<file path="src/rtl/mdu_alucont.sv">
// mdu_alucont: ALU control decode plus a sequencer for multi-cycle multiply/divide.
//
// gout_o is a pure combinational decode of aluop_i/funct_i and does not depend on the
// sequencer state. An MDU instruction (mult/multu/div/divu) accepted in IDLE starts a
// DATA_W-step iteration sequence (RUN). A single HI/LO write cycle follows (DONE). A divide
// by zero skips RUN and goes straight to DONE with md_err_o set. While the sequencer is
// busy, any MDU or mfhi/mflo instruction is stalled. Other instructions flow freely.
//
// Ports:
//   clk_i          system clock, rising edge
//   reset_i        asynchronous, active-high reset
//   valid_i        decode-stage instruction valid
//   aluop_i        main-control ALU op: 00 add, 01 sub, 10 R-type, 11 nori
//   funct_i        instruction function field
//   div_by_zero_i  divisor is zero; only looked at on the accept cycle of a divide
//   gout_o         4-bit ALU control (combinational)
//   md_op_o        latched MDU op: 00 mult, 01 multu, 10 div, 11 divu
//   md_start_o     accept pulse (combinational)
//   md_step_o      one MDU iteration this cycle
//   md_last_o      final MDU iteration this cycle
//   hilo_we_o      HI/LO write strobe
//   md_err_o       last accepted divide had a zero divisor
//   busy_o         sequencer not idle
//   stall_o        hold PC/decode (combinational)
module mdu_alucont #(
  parameter int unsigned DATA_W = 32
) (
  input  logic       clk_i,
  input  logic       reset_i,
  input  logic       valid_i,
  input  logic [1:0] aluop_i,
  input  logic [5:0] funct_i,
  input  logic       div_by_zero_i,
  output logic [3:0] gout_o,
  output logic [1:0] md_op_o,
  output logic       md_start_o,
  output logic       md_step_o,
  output logic       md_last_o,
  output logic       hilo_we_o,
  output logic       md_err_o,
  output logic       busy_o,
  output logic       stall_o
);

  localparam int unsigned CNT_W = $clog2(DATA_W);
  localparam logic [CNT_W-1:0] CntInit = CNT_W'(DATA_W - 1);

  typedef enum logic [1:0] {
    StIdle,
    StRun,
    StDone
  } state_e;

  state_e           state_q;
  logic [CNT_W-1:0] count_q;
  logic [1:0]       md_op_q;
  logic             md_err_q;
  logic             step_q;
  logic             last_q;
  logic             hilo_we_q;

  logic is_rtype;
  logic is_md;
  logic is_hl;
  logic accept;
  logic div_zero;

  // ---------------------------------------------------------------------------
  // ALU control decode
  // ---------------------------------------------------------------------------
  always_comb begin
    gout_o = 4'b0010;
    unique case (aluop_i)
      2'b00: gout_o = 4'b0010;
      2'b01: gout_o = 4'b0110;
      2'b11: gout_o = 4'b1010;
      2'b10: begin
        case (funct_i)
          6'b100000: gout_o = 4'b0010;  // add
          6'b100010: gout_o = 4'b0110;  // sub
          6'b100100: gout_o = 4'b0000;  // and
          6'b100101: gout_o = 4'b0001;  // or
          6'b101010: gout_o = 4'b0111;  // slt
          6'b010100: gout_o = 4'b1000;  // brv
          6'b100001: gout_o = 4'b1001;  // jmxor
          default:   gout_o = 4'b0010;  // includes MDU and mfhi/mflo
        endcase
      end
      default: gout_o = 4'b0010;
    endcase
  end

  // ---------------------------------------------------------------------------
  // Instruction class decode
  // ---------------------------------------------------------------------------
  assign is_rtype = (aluop_i == 2'b10);
  // mult/multu/div/divu are 0110xx; the low two bits are the MDU op
  assign is_md    = is_rtype && (funct_i[5:2] == 4'b0110);
  assign is_hl    = is_rtype && ((funct_i == 6'b010000) || (funct_i == 6'b010010));

  // Accept only from IDLE; an instruction arriving during reset is not taken.
  assign accept   = valid_i && is_md && (state_q == StIdle) && !reset_i;
  // funct_i[1] separates divides from multiplies
  assign div_zero = funct_i[1] && div_by_zero_i;

  // ---------------------------------------------------------------------------
  // Sequencer
  // ---------------------------------------------------------------------------
  always_ff @(posedge clk_i or posedge reset_i) begin
    if (reset_i) begin
      state_q   <= StIdle;
      count_q   <= '0;
      md_op_q   <= 2'b00;
      md_err_q  <= 1'b0;
      step_q    <= 1'b0;
      last_q    <= 1'b0;
      hilo_we_q <= 1'b0;
    end else begin
      unique case (state_q)
        StIdle: begin
          if (accept) begin
            md_op_q  <= funct_i[1:0];
            md_err_q <= div_zero;
            count_q  <= CntInit;
            if (div_zero) begin
              // No iterations for a zero divisor: write HI/LO next cycle.
              state_q   <= StDone;
              hilo_we_q <= 1'b1;
            end else begin
              state_q <= StRun;
              step_q  <= 1'b1;
              last_q  <= 1'b0;  // CntInit is never zero since DATA_W >= 2
            end
          end
        end
        StRun: begin
          if (count_q == '0) begin
            state_q   <= StDone;
            step_q    <= 1'b0;
            last_q    <= 1'b0;
            hilo_we_q <= 1'b1;
          end else begin
            count_q <= count_q - CNT_W'(1);
            // Registered flag: next cycle is the final iteration.
            last_q  <= (count_q == CNT_W'(1));
          end
        end
        StDone: begin
          state_q   <= StIdle;
          hilo_we_q <= 1'b0;
        end
        default: begin
          state_q   <= StIdle;
          step_q    <= 1'b0;
          last_q    <= 1'b0;
          hilo_we_q <= 1'b0;
        end
      endcase
    end
  end

  // ---------------------------------------------------------------------------
  // Outputs
  // ---------------------------------------------------------------------------
  assign md_op_o    = md_op_q;
  assign md_err_o   = md_err_q;
  assign md_step_o  = step_q;
  assign md_last_o  = last_q;
  assign hilo_we_o  = hilo_we_q;
  assign busy_o     = (state_q != StIdle);
  assign md_start_o = accept;
  assign stall_o    = valid_i && (is_md || is_hl) && (state_q != StIdle);

endmodule

</file>
<file path="config.mk">
export PLATFORM = sky130hd
export DESIGN_NAME = mdu_alucont
export DESIGN_NICKNAME = d
export VERILOG_FILES = /design/src/rtl/mdu_alucont.sv
export SDC_FILE = /design/constraint.sdc
export NUM_CORES = 1
export LEC_CHECK = 0
export ABC_AREA = 1
export ABC_CLOCK_PERIOD_IN_PS = 3550
export CAP_MARGIN = 25
export CELL_PAD_IN_SITES_DETAIL_PLACEMENT = 0
export CELL_PAD_IN_SITES_GLOBAL_PLACEMENT = 2
export CORE_UTILIZATION = 26
export CTS_CLUSTER_DIAMETER = 150
export DETAILED_ROUTE_END_ITERATION = 6
export GPL_TIMING_DRIVEN = 0
export PLACE_DENSITY_LB_ADDON = 0.1
export SLEW_MARGIN = 10
export SYNTH_ARGS = -nofsm -noshare
export SYNTH_HDL_FRONTEND = slang
export SYNTH_SLANG_ARGS = --single-unit
export TNS_END_PERCENT = 10
</file>
<file path="constraint.sdc">
create_clock -name clk_i -period 3.55 [get_ports clk_i]
set_input_delay 0.5325 -clock clk_i [delete_from_list [all_inputs] [get_ports clk_i]]
set_output_delay 0.5325 -clock clk_i [all_outputs]
set_load 0.02 [all_outputs]
</file>
Metal layers overlaid:
Bar = 20 µm.
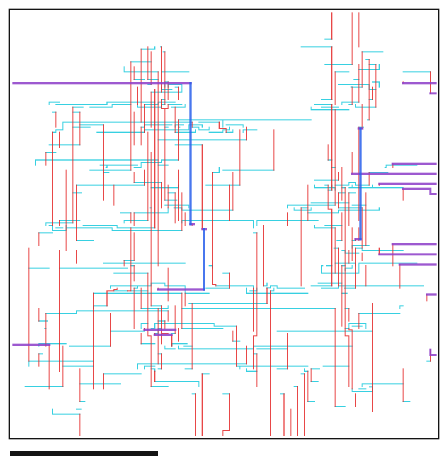
legend:
  metal 1:
    colour: cyan
    wire_length: 850 µm
  metal 4:
    colour: blue
    wire_length: 42.2 µm
  metal 3:
    colour: purple
    wire_length: 98.2 µm
  metal 2:
    colour: red
    wire_length: 910 µm
gr usage total: 13.3%
Vias: 801
WL/cell: 11.2 µm
Routed WL: 1900 µm

Track usage over the die:
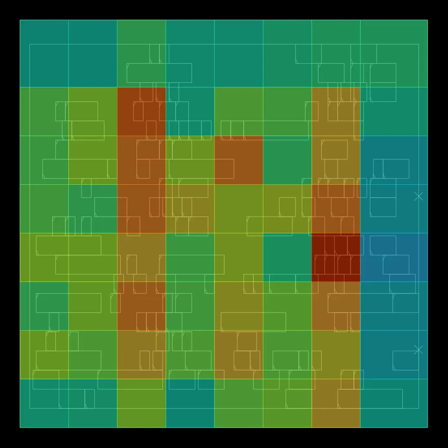
busiest grt layer: met2
Util after Layout: 39.2%
met1 usage: 16.7%

Clock distribution:
Bar = 20 µm.
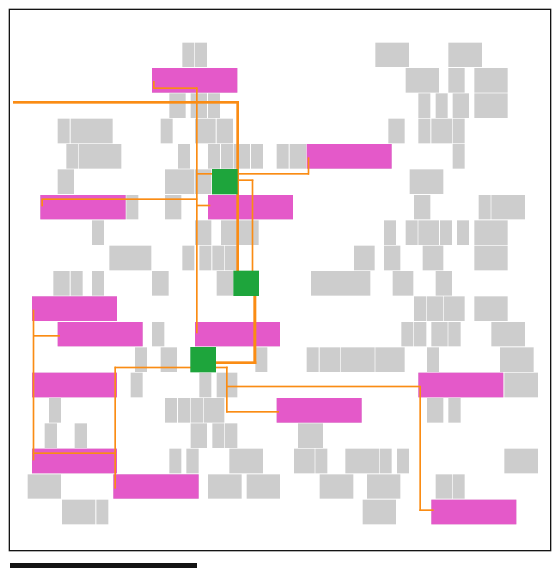
legend:
  clock wires:
    colour: orange
    length: 235 µm
  clock drivers:
    colour: green
    count: 3
  flip-flops:
    colour: magenta
    count: 13
routed clock nets: 4
clock power share: 15.0%
Fin Clk Skew: 4.72 ps
Clk. pwr: 0.0980 mW
worst skew pair latency: 280 ps

## final cells by class
type                       instances  area share (%)
clock buffer                       3            2.02
multi-input combinational         78            36.7
tap                               31            3.47
timing repair buffer              24            21.5
sequential                        13            29.1
clock inverter                     1           0.448
inverter                          20            6.72
## sequential cells by signal, summed over array words and instances (netlist names)
register and flops:
count_q 5, md_op_o 2, state_q 2, hilo_we_o 1
md_err_o 1, md_last_o 1, md_step_o 1
## logic make-up after synthesis
kind of cell,count (synthesis)
compound gates,12
fa+ha+maj,3
buf+inv,20
flops,13
simple gates,63
## metrics by stage
step / hold WS (ps) / area [µm²]
global route: 523 / 1120
floorplan: 417 / 811
finish: 487 / 1120
CTS: 490 / 1120
detailed placement: 465 / 1090
global placement: 458 / 1090
==> summary.txt <==
fresh numbers from the pnr run: status=finished, violations left, failing checks=design-rule violations, final setup fails=0, Core Footprint=2850 µm², worst r2r src=count_q[0], CP max stage cell=clkdlybuf4s50_1, H-tree depth=1, residual DRC count=2, CP max FO=14, tool warnings=28, Syn Nets=126, CTS tree=built, Worst VDD drop=0.000269 V, met2 routed wirelength=909 µm, Max-cap violations=0, DP Wirelength=1520 µm, Hold-fix buffers, CTS=0, Pleak=0.552 nW, Initial Util=28.4%, Period Utilization, post-route=85.4%, Worst setup SP type=input port, critical path, cell by cell=clkdlybuf4s50_1 > inv_1 > nand2_1 > nor2_2 > nand3_4 > inv_2 > clkdlybuf4s50_1, Final nets=155, quantity of I/O buffers inserted on ports=24, Gate power share=48.9%, crit path DAT=2500 ps, max incr delay on CP=600 ps, postcts setup bufs=0, M3 GR Usage=2.90%, most frequent logic cell in the layout=nand2_1, grt ovf=0, chip width=57.8 µm, Worst EP required=3020 ps, diode count=0, top sig layer=met4, cell type with the largest total area=dfrtp_1, yosys simple share=37.3%, clock buffer count from CTS=3, Setup WS post-layout=519 ps, top cells by area, synth=dfrtp_1 40%, nand2_1 14%, nand3_1 7.4%, inv_1 7.4%, ha_1 4.6%, RSZ-0062 raised after global routing=no
Power and IR drop assume default switching activity.
